Figure 1. Logic cells by family.
Drawn at 3 px/µm.
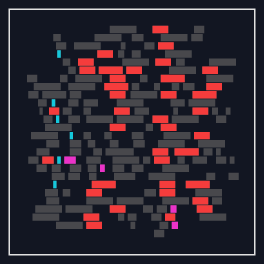
Figure 2. Where the registers sit.
Drawn at 3 px/µm. Other sequential cells in the stronger grey, the rest of the logic in the fainter grey.
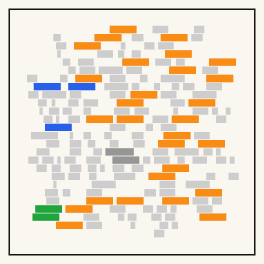
Figure 3. Zoomed window.
Region (28, 12) to (53, 37) µm. Cells in grey, sequential cells in the stronger grey; small squares are vias.
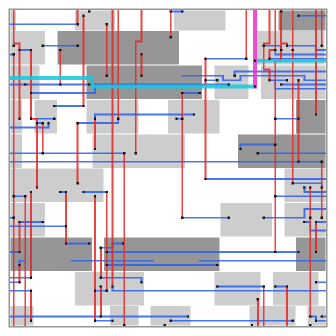
Figure 4. Congestion heat map.
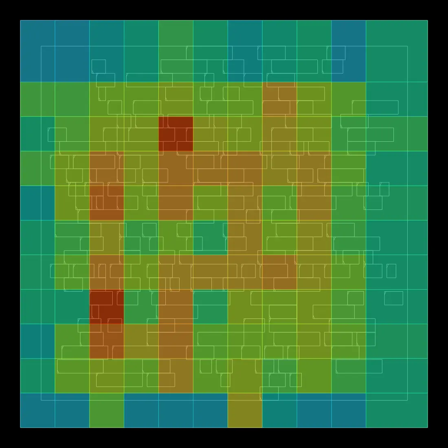
Figure 5. Pin map.
Drawn at 6 px/µm. Pins as bars across the die edge, other pins in grey.
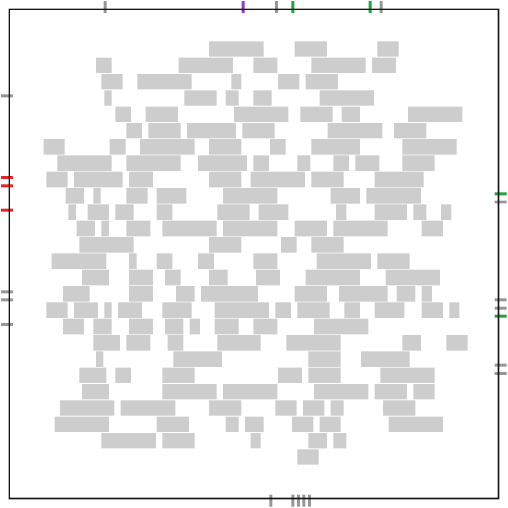
<file path="src/rtl/addsub_flag_fifo.sv">
// addsub_flag_fifo: captures adder/subtractor results, derives Z/N/C/V,
// and queues {sum, flags} behind a first-word fall-through valid/ready port.
module addsub_flag_fifo #(
  parameter int WIDTH = 4,
  parameter int DEPTH = 4,
  parameter int CW    = 3
) (
  input  logic             clk,
  input  logic             rst,
  input  logic             in_valid,
  output logic             in_ready,
  input  logic [WIDTH-1:0] s,
  input  logic             cout,
  input  logic             mode,
  input  logic             a_msb,
  input  logic             b_msb,
  output logic             out_valid,
  input  logic             out_ready,
  output logic [WIDTH-1:0] out_sum,
  output logic             out_z,
  output logic             out_n,
  output logic             out_c,
  output logic             out_v,
  output logic [CW-1:0]    count
);

  localparam int AW = $clog2(DEPTH);

  typedef struct packed {
    logic [WIDTH-1:0] sum;
    logic             z;
    logic             n;
    logic             c;
    logic             v;
  } entry_t;

  entry_t        mem_q [DEPTH];
  logic [AW-1:0] wr_ptr_q, wr_ptr_d;
  logic [AW-1:0] rd_ptr_q, rd_ptr_d;
  logic [CW-1:0] count_q, count_d;

  logic   push, pop;
  logic   full, empty;
  logic   s_msb;
  entry_t in_entry;
  entry_t head;

  assign full  = (count_q == CW'(DEPTH));
  assign empty = (count_q == '0);
  assign s_msb = s[WIDTH-1];

  assign in_ready  = ~full;
  assign out_valid = ~empty;
  assign count     = count_q;

  // A blocked side never moves state: full masks push, empty masks pop.
  assign push = in_valid & ~full;
  assign pop  = out_ready & ~empty;

  // Status flags of the incoming result; C is inverted into a borrow on subtract.
  always_comb begin
    in_entry     = '0;
    in_entry.sum = s;
    in_entry.z   = (s == '0);
    in_entry.n   = s_msb;
    in_entry.c   = mode ? ~cout : cout;
    if (mode) begin
      in_entry.v = (a_msb != b_msb) && (s_msb != a_msb);
    end else begin
      in_entry.v = (a_msb == b_msb) && (s_msb != a_msb);
    end
  end

  // Next pointer and occupancy; pointers wrap naturally at DEPTH.
  always_comb begin
    wr_ptr_d = wr_ptr_q;
    rd_ptr_d = rd_ptr_q;
    count_d  = count_q;
    if (push) begin
      wr_ptr_d = wr_ptr_q + AW'(1);
    end
    if (pop) begin
      rd_ptr_d = rd_ptr_q + AW'(1);
    end
    unique case ({push, pop})
      2'b10:   count_d = count_q + CW'(1);
      2'b01:   count_d = count_q - CW'(1);
      default: count_d = count_q;
    endcase
  end

  // Pointer and count registers; reset drops every entry at once.
  always_ff @(posedge clk or posedge rst) begin
    if (rst) begin
      wr_ptr_q <= '0;
      rd_ptr_q <= '0;
      count_q  <= '0;
    end else begin
      wr_ptr_q <= wr_ptr_d;
      rd_ptr_q <= rd_ptr_d;
      count_q  <= count_d;
    end
  end

  // Entry storage; cleared on reset so stale data never reappears.
  always_ff @(posedge clk or posedge rst) begin
    if (rst) begin
      for (int i = 0; i < DEPTH; i++) begin
        mem_q[i] <= '0;
      end
    end else if (push) begin
      mem_q[wr_ptr_q] <= in_entry;
    end
  end

  // Fall-through head; forced to zero while empty.
  always_comb begin
    head = '0;
    if (!empty) begin
      head = mem_q[rd_ptr_q];
    end
  end

  assign out_sum = head.sum;
  assign out_z   = head.z;
  assign out_n   = head.n;
  assign out_c   = head.c;
  assign out_v   = head.v;

endmodule

</file>
<file path="config.mk">
export PLATFORM = sky130hd
export DESIGN_NAME = addsub_flag_fifo
export DESIGN_NICKNAME = d
export VERILOG_FILES = /design/src/rtl/addsub_flag_fifo.sv
export SDC_FILE = /design/constraint.sdc
export NUM_CORES = 1
export LEC_CHECK = 0
export CAP_MARGIN = 25
export CELL_PAD_IN_SITES_DETAIL_PLACEMENT = 1
export CELL_PAD_IN_SITES_GLOBAL_PLACEMENT = 1
export CORE_MARGIN = 4
export CORE_UTILIZATION = 35
export CTS_CLUSTER_DIAMETER = 80
export DETAILED_ROUTE_END_ITERATION = 6
export GPL_ROUTABILITY_DRIVEN = 0
export MAX_ROUTING_LAYER = met4
export PLACE_DENSITY_LB_ADDON = 0.1
export SETUP_SLACK_MARGIN = 0.5
export SKIP_LAST_GASP = 1
export SLEW_MARGIN = 20
export SYNTH_ARGS = -nofsm -noshare
export SYNTH_HDL_FRONTEND = slang
export SYNTH_SLANG_ARGS = --single-unit
</file>
<file path="constraint.sdc">
create_clock -name clk -period 2.5 [get_ports clk]
set_input_delay 0.375 -clock clk [delete_from_list [all_inputs] [get_ports clk]]
set_output_delay 0.375 -clock clk [all_outputs]
set_load 0.005 [all_outputs]
</file>
==> results.sh <==
# flow metrics
export IMPL_outcome="completed"
export IMPL_drtPass1Iterations=4
export IMPL_most_common_cell="dfrtp_1"
export IMPL_cp_max_fo=9
export IMPL_yosys_area_um2=1880
export IMPL_critPathArrivalTime_ns=1.63
export IMPL_grt_ovfl_total=0
export IMPL_dp_hpwl_um=2690
export IMPL_lay_top_cells="dfrtp_1 (34), mux2_4 (28), clkdlybuf4s50_1 (15)"
export IMPL_grt_pass1_vias=1282
export IMPL_synth_main_ff_cell="dfrtp_1"
export IMPL_cap_violations=0
export IMPL_vias=1111
export IMPL_ys_seq_share_pct=46.6
export IMPL_worst_pin_slew_ns=0.461
export IMPL_clock_latency_ns=0.30
export IMPL_yosysUniqueCellTypes=23
export IMPL_setup_tns_final_ns=0
export IMPL_tool_warnings=31
export IMPL_yosysWarningCount=0
export IMPL_worstSetupPathType="reg -> out"
export IMPL_core_area_um2=5170
export IMPL_cpPeakStageDelay_ns=0.48
export IMPL_syn_area_per_cell_um2=15.4
-- Figure 1 (at the start) --
- multiplexers: red (cells 38; most used mux2_4)
- inverters: cyan (cells 6; most used inv_1; where left middle)
- NAND gates: magenta (cells 4; most used nand2b_1; where bottom middle)
non-filler cells, final: 236
logic share of the area: 38.8%
dominant logic cell type in the layout: dfrtp_1

-- Figure 2 (at the start) --
- `mem_q`: orange (placed flops 28)
- `count`: blue (placed flops 3)
- `wr_ptr_q`: green (placed flops 2)
- not coloured: 2
sequential share of cell area: 36.0%
sequential power: 1020 µW

-- Figure 3 (at the start) --
- met3: cyan
- met1: blue
- met2: red
- met4: magenta
- most frequent: mux2_4 (6), dfrtp_1 (4), buf_6 (4)
- sequential cells in the window: 5
- netlist names of flops here include: `mem_q` (3), `rd_ptr_q` (2)
- cells with their middle in the window: 26

-- Figure 4 (at the start) --
GRT Overall Usage: 14.3%
final core occ: 47.1%

-- Figure 5 (at the start) --
- `out_z`: purple (pins 1; direction output; edge top)
- `count`: red (pins 3; direction output; edge left)
- `s`: green (pins 4; direction input; edge 2 top, 2 right)

-- state kept, by name, indices dropped and copies added (netlist names) --
signal,count
count,3
mem_q,28
wr_ptr_q,2
rd_ptr_q,2
-- routing by layer --
metal  global-route usage [%]  vias up  wire length [µm]
li1                         -      501                 -
met1                     16.6      586              1700
met2                     23.7       19              2120
met3                     5.21        5               160
met4                     3.04        0                35
met5                        -        -                 0
-- report_power, final --
group / switching, µW / internal, µW / total (µW)
Clock: 219 / 194 / 413
Sequential: 177 / 845 / 1020
Combinational: 582 / 1210 / 1790
-- critical path: cells and delay by family, from the launching register on --
kind,cells,cell delay [ns]
buf+inv,1,0.48
simple gates,1,0.46
flops,1,0.40
-- area by class of cell --
cell class	instances	area, µm²	area share (%)
Multi-Input combinational cell	72	946	38.8
Sequential cell	35	877	36.0
Timing Repair Buffer	45	413	17.0
Tap cell	70	87.6	3.60
Clock buffer	5	68.8	2.83
Inverter	6	22.5	0.925
Clock inverter	3	20.0	0.822
-- metrics by stage --
step | hold slack [ns] | total power [µW] | cell area, µm² | worst slack (ns)
2_1_floorplan | 0.476 | 2090 | 1910 | 0.508
3_3_place_gp | 0.490 | 2550 | 2190 | 0.444
3_5_place_dp | 0.493 | 2590 | 2190 | 0.414
4_1_cts | 0.510 | 3220 | 2400 | 0.437
5_1_grt | 0.531 | 3450 | 2430 | 0.429
6_report | 0.484 | 3220 | 2430 | 0.498
-- path summary, 6_finish.rpt --
kind                            depth (start not counted)          end     start  slack (ns)
worst min-delay path                                    3    mem_q[27]       rst        0.48
min in group clk                                        1     mem_q[9]  mem_q[9]        0.51
worst max register to register                          8     count[2]  count[2]        0.55
worst min register to register                          1     mem_q[9]  mem_q[9]        0.51
worst max-delay path                                    2    out_valid  count[2]        0.50
max in group asynchronous                               3  rd_ptr_q[0]       rst        1.65
Power figures rest on the tool's default switching activity, not on a simulated workload.
